flops_by_reg.png
Drawn at 4 px/um. Other sequential cells in the stronger gray, the rest of the logic in the fainter gray.
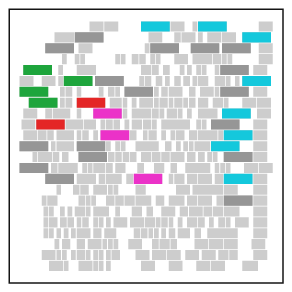
placement_by_type.png
Drawn at 4 px/um.
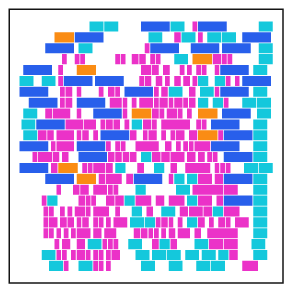
**src/rtl/jk_bank_ctrl.sv**
```systemverilog
// Round-robin sequencer for a bank of JK flip-flops: grants one requester at a time,
// pulses that bit's j/k for one clock, reads the bit back and acknowledges with pass/fail.
module jk_bank_ctrl #(
    parameter int NREQ  = 4,
    parameter int WIDTH = 8,
    parameter int IDXW  = 3
) (
    input  logic                   clk,
    input  logic                   rst_n,
    input  logic [NREQ-1:0]        req,
    input  logic [2*NREQ-1:0]      op,
    input  logic [IDXW*NREQ-1:0]   idx,
    output logic [WIDTH-1:0]       j,
    output logic [WIDTH-1:0]       k,
    input  logic [WIDTH-1:0]       q_fb,
    output logic [NREQ-1:0]        gnt,
    output logic                   ack,
    output logic                   err,
    output logic                   busy
);

    localparam int PTRW = (NREQ > 1) ? $clog2(NREQ) : 1;

    localparam logic [1:0] S_IDLE  = 2'd0;
    localparam logic [1:0] S_ISSUE = 2'd1;
    localparam logic [1:0] S_CHECK = 2'd2;
    localparam logic [1:0] S_DONE  = 2'd3;

    logic [1:0]       r_state;
    logic [PTRW-1:0]  r_ptr;
    logic [PTRW-1:0]  r_winner;
    logic [IDXW-1:0]  r_idx;
    logic             r_expected;
    logic             r_bad;
    logic [WIDTH-1:0] r_j;
    logic [WIDTH-1:0] r_k;
    logic [NREQ-1:0]  r_gnt;
    logic             r_ack;
    logic             r_err;
    logic             r_busy;

    logic             w_found;
    logic [PTRW-1:0]  w_winner;
    logic [1:0]       w_winOp;
    logic [IDXW-1:0]  w_winIdx;
    logic [WIDTH-1:0] w_sel;
    logic             w_curQ;
    logic             w_winBad;
    logic             w_expected;
    logic             w_fbBit;

    // Round-robin search starting at the pointer; first hit wins.
    always_comb begin
        int cand;
        cand     = 0;
        w_found  = 1'b0;
        w_winner = '0;
        for (int i = 0; i < NREQ; i++) begin
            cand = int'(r_ptr) + i;
            if (cand >= NREQ) cand = cand - NREQ;
            if (!w_found && req[cand]) begin
                w_found  = 1'b1;
                w_winner = PTRW'(cand);
            end
        end
    end

    always_comb begin
        w_winOp  = 2'b00;
        w_winIdx = '0;
        for (int r = 0; r < NREQ; r++) begin
            if (w_winner == PTRW'(r)) begin
                w_winOp  = op[2*r +: 2];
                w_winIdx = idx[IDXW*r +: IDXW];
            end
        end
    end

    // Index decode doubles as range check: an index past WIDTH selects nothing.
    always_comb begin
        w_sel    = '0;
        w_curQ   = 1'b0;
        w_winBad = 1'b1;
        w_fbBit  = 1'b0;
        for (int b = 0; b < WIDTH; b++) begin
            if (w_winIdx == IDXW'(b)) begin
                w_sel[b] = 1'b1;
                w_curQ   = q_fb[b];
                w_winBad = 1'b0;
            end
            if (r_idx == IDXW'(b)) begin
                w_fbBit = q_fb[b];
            end
        end
    end

    always_comb begin
        case (w_winOp)
            2'b00:   w_expected = w_curQ;
            2'b01:   w_expected = 1'b0;
            2'b10:   w_expected = 1'b1;
            default: w_expected = ~w_curQ;
        endcase
    end

    // j/k are loaded on entry to ISSUE so they are live for exactly that one cycle.
    always_ff @(posedge clk) begin
        if (!rst_n) begin
            r_state    <= S_IDLE;
            r_ptr      <= '0;
            r_winner   <= '0;
            r_idx      <= '0;
            r_expected <= 1'b0;
            r_bad      <= 1'b0;
            r_j        <= '0;
            r_k        <= '0;
            r_gnt      <= '0;
            r_ack      <= 1'b0;
            r_err      <= 1'b0;
            r_busy     <= 1'b0;
        end else begin
            r_j   <= '0;
            r_k   <= '0;
            r_gnt <= '0;
            r_ack <= 1'b0;
            r_err <= 1'b0;
            case (r_state)
                S_IDLE: begin
                    if (w_found) begin
                        r_state    <= S_ISSUE;
                        r_winner   <= w_winner;
                        r_idx      <= w_winIdx;
                        r_expected <= w_expected;
                        r_bad      <= w_winBad;
                        r_j        <= w_winOp[1] ? w_sel : '0;
                        r_k        <= w_winOp[0] ? w_sel : '0;
                        r_busy     <= 1'b1;
                    end
                end
                S_ISSUE: begin
                    r_state <= S_CHECK;
                end
                S_CHECK: begin
                    r_state <= S_DONE;
                    r_err   <= r_bad ? 1'b1 : (w_fbBit != r_expected);
                    r_ack   <= 1'b1;
                    r_gnt   <= NREQ'(1) << r_winner;
                end
                default: begin
                    r_state <= S_IDLE;
                    r_busy  <= 1'b0;
                    r_ptr   <= (r_winner == PTRW'(NREQ - 1)) ? '0 : r_winner + PTRW'(1);
                end
            endcase
        end
    end

    assign j    = r_j;
    assign k    = r_k;
    assign gnt  = r_gnt;
    assign ack  = r_ack;
    assign err  = r_err;
    assign busy = r_busy;

endmodule

```
**config.mk**
```make
export PLATFORM = sky130hd
export DESIGN_NAME = jk_bank_ctrl
export DESIGN_NICKNAME = d
export VERILOG_FILES = /design/src/rtl/jk_bank_ctrl.sv
export SDC_FILE = /design/constraint.sdc
export NUM_CORES = 1
export LEC_CHECK = 0
export ABC_AREA = 1
export CAP_MARGIN = 20
export CORE_MARGIN = 2
export CORE_UTILIZATION = 47
export CTS_BUF_LIST = sky130_fd_sc_hd__clkbuf_4 sky130_fd_sc_hd__clkbuf_8 sky130_fd_sc_hd__clkbuf_16
export CTS_CLUSTER_DIAMETER = 120
export DETAILED_ROUTE_END_ITERATION = 12
export PLACE_DENSITY = 0.82
export SLEW_MARGIN = 10
export SYNTH_ARGS = -nofsm -noshare
export SYNTH_HDL_FRONTEND = slang
export SYNTH_SLANG_ARGS = --single-unit
```
**constraint.sdc**
```tcl
create_clock -name clk -period 3.1 [get_ports clk]
set_input_delay 0.62 -clock clk [delete_from_list [all_inputs] [get_ports clk]]
set_output_delay 0.62 -clock clk [all_outputs]
set_load 0.02 [all_outputs]
```
==> reports/qor.yml <==
cts:
  insertion_delay_ns: 0.29
  ctsHoldBuffers: 0
  cts.sinks: 34
  cts_root_buf: "clkbuf_8"
  clk_pin_slew_ns: 0.07
  cts_buffers: 5
  htreeDepth: 2
cells_and_area:
  final_cell_count_no_fill: 396
  antennaDiodeCount: 0
  fin_nets: 383
  num-fill-cells: 348
yosys:
  synthesis.area_sq_um: 1930
  yosys_warnings: 0
  ys_cells: 267
  yosys_register_bits: 34
  ys_sh_aoi: 0.108
  xor_share: 0
  ys_chip_area_sq_um: 1930
  synth-edff-count: 0
  top_area_cell: "dfxtp_1"
  synth-async-reset-ratio: 0
  flop_cell: "dfxtp_1"
  yosysTopAreaCellShare: 0.353
  syn_inst: 267
  ys_sh_simple: 0.420
  synth-adder-area-share: 0.0260
  ys_seq_frac: 0.353
  synth_nets: 305
  logic_family: "simple AND/OR/NAND/NOR gates"
  syn_area_per_cell_sq_um: 7.22
critical_path:
  critPathMaxFanout: 5
  worstPathArrival_ns: 3.11
  crit_path_end: "r_expected"
  cp_top_family: "simple AND/OR/NAND/NOR gates"
  crit_path_start: "req[0]"
  crit_required_ns: 3.29
  start_kind: "primary input"
  path_common_cell: "nand3_2"
  path_depth: 20
  crit_slowest_cell: "clkdlybuf4s50_1"
  end_kind: "register"
  slowest_delay_ns: 0.47
  critical_path_class: "primary input to register"
  crit_chain: "clkdlybuf4s50_1 -> inv_1 -> nand2_1 -> nand3_2 -> nand2_2 -> inv_2 -> a21oi_2 -> nand2_2 -> nand2_4 -> buf_4 -> nand3_2 -> nand3_4 -> nor2_8 -> nor3_4 -> inv_2 -> or2_0 -> nand2_1 -> nand3_1 -> nand3_2 -> a21oi_2"
  ff2ff_path_depth: 18
  r2r_start: "r_ptr[0]"
route:
  detail-route-antenna-nets: 0
  drc: 0
  wire_per_inst_um: 12.7
  routed_wl_mm: 5.02
  vias: 2009
  drt_iter0_markers: 79
global_route:
  grt_max_degree: 12
  overflow: 0
  grt_pass1_wl_mm: 7.71
  antenna_found_initial: 0
  grt_usage: 0.222
power:
  pg_clk_mw: 0.380
  pwr-share-clk: 0.138
  power_frac_comb: 0.648
  seqPwrFrac: 0.214
  power-top-group: "combinational logic"
  switchingPower_mw: 1.26
  powerDensity_nw_per_um2: 975
  peakVddDrop_mv: 0.567
  total_leakage_power_nw: 1.25
  switching_share: 0.458
hold_path:
  hp-start: "r_bad"
  hold_end: "r_bad"
sta:
  period_used_share: 0.943
  worstMarginPinSlew_ns: 0.399
  slew_headroom: 0.731
  hold_violations: 0
  setup-tns-final_ns: 0
  fin_ws_ns: 0.176
  setup_viol: 0
  max_freq_mhz: 342
  finalCriticalPeriod_ns: 2.92
die:
  core-area_sq_um: 3970
  dieWidth_um: 68.1
  rows: 23
  chipArea_sq_um: 4630
  chipHeight_um: 68.1
run_status:
  status: "completed"
run:
  tool_warnings: 28
place:
  dp_worst_setup_slack_ns: -0.167
  io_buffer_count: 56
  dp_cells: 382
Back to the opening pictures, flops_by_reg.png:
Green stands for `gnt`, flops 4, where top left. Red stands for `r_state`, flops 2. Cyan stands for `j`, flops 8. Magenta stands for `r_idx`, flops 3.
Another 17 sequential cells are not colored.

Back to the opening pictures, placement_by_type.png:
Magenta stands for combinational and other logic, cells 228, share of their area 46%. Blue stands for flops, cells 34, share of their area 25%. Orange stands for clock drivers and dummy loads, cells 8, share of their area 4.0%. Cyan stands for other buffers and delay cells, cells 76, share of their area 26%.

## final cells by class
type,instances,area (sq um),area share
Tap cell,50,62.6,0.0221
Clock buffer,8,110,0.0389
Inverter,36,135,0.0477
Sequential cell,34,681,0.240
Timing Repair Buffer,76,711,0.251
Multi-Input combinational cell,192,1130,0.400
## synthesized netlist by cell type (2+ instances only)
master / count
clkbuf_1: 3
nand3_1: 24
inv_2: 6
o21ai_1: 2
nor3_1: 3
a21oi_1: 13
nand4_4: 2
nand2_2: 8
inv_1: 28
clkinv_1: 2
ha_1: 4
dfxtp_1: 34
nand4_1: 7
o21ai_0: 15
buf_6: 3
nand3_2: 9
nand2_1: 54
nor2_4: 2
nor2_1: 30
nor2_2: 3
## stage by stage
step                area (sq um)  hold slack, ns
finish                      2830           0.437
global route                2830           0.483
CTS                         2730           0.442
detailed placement          2620           0.432
global placement            2620           0.430
floorplan                   1930           0.417
## repair_timing
item | 4_1_cts | 5_1_grt
endpoints found under the hold margin | 0 | 0
endpoints found under the setup margin | 0 | 9
buffers inserted | 0 | 5
gates resized | 0 | 17
## sequential cells by signal (all words and copies together) (netlist names), 2 cells and up
signal,cells
r_idx,3
j,8
gnt,4
k,8
r_winner,2
r_ptr,2
r_state,2
## layout by cell type, fill, tap and decap left out, drive strengths merged
cell	count
nand4	9
or2	3
a21oi	14
buf	20
nand2	64
dfxtp	34
nand3b	1
ha	4
o21bai	1
clkbuf	8
clkdlybuf4s50	56
o22ai	1
o21ai	17
nor3	4
clkinv	2
a21boi	1
inv	34
nor2	36
o211a	1
o221ai	1
a221oi	1
nand3	34
## routing by layer
metal  wire [um]  vias up  GRT usage
met4         153        0     0.0975
met5           0        -          0
met2        2510       62      0.410
met3         267       14     0.0477
li1            -     1028          -
met1        2080      905      0.240
Power is estimated from default activity; no workload was simulated.
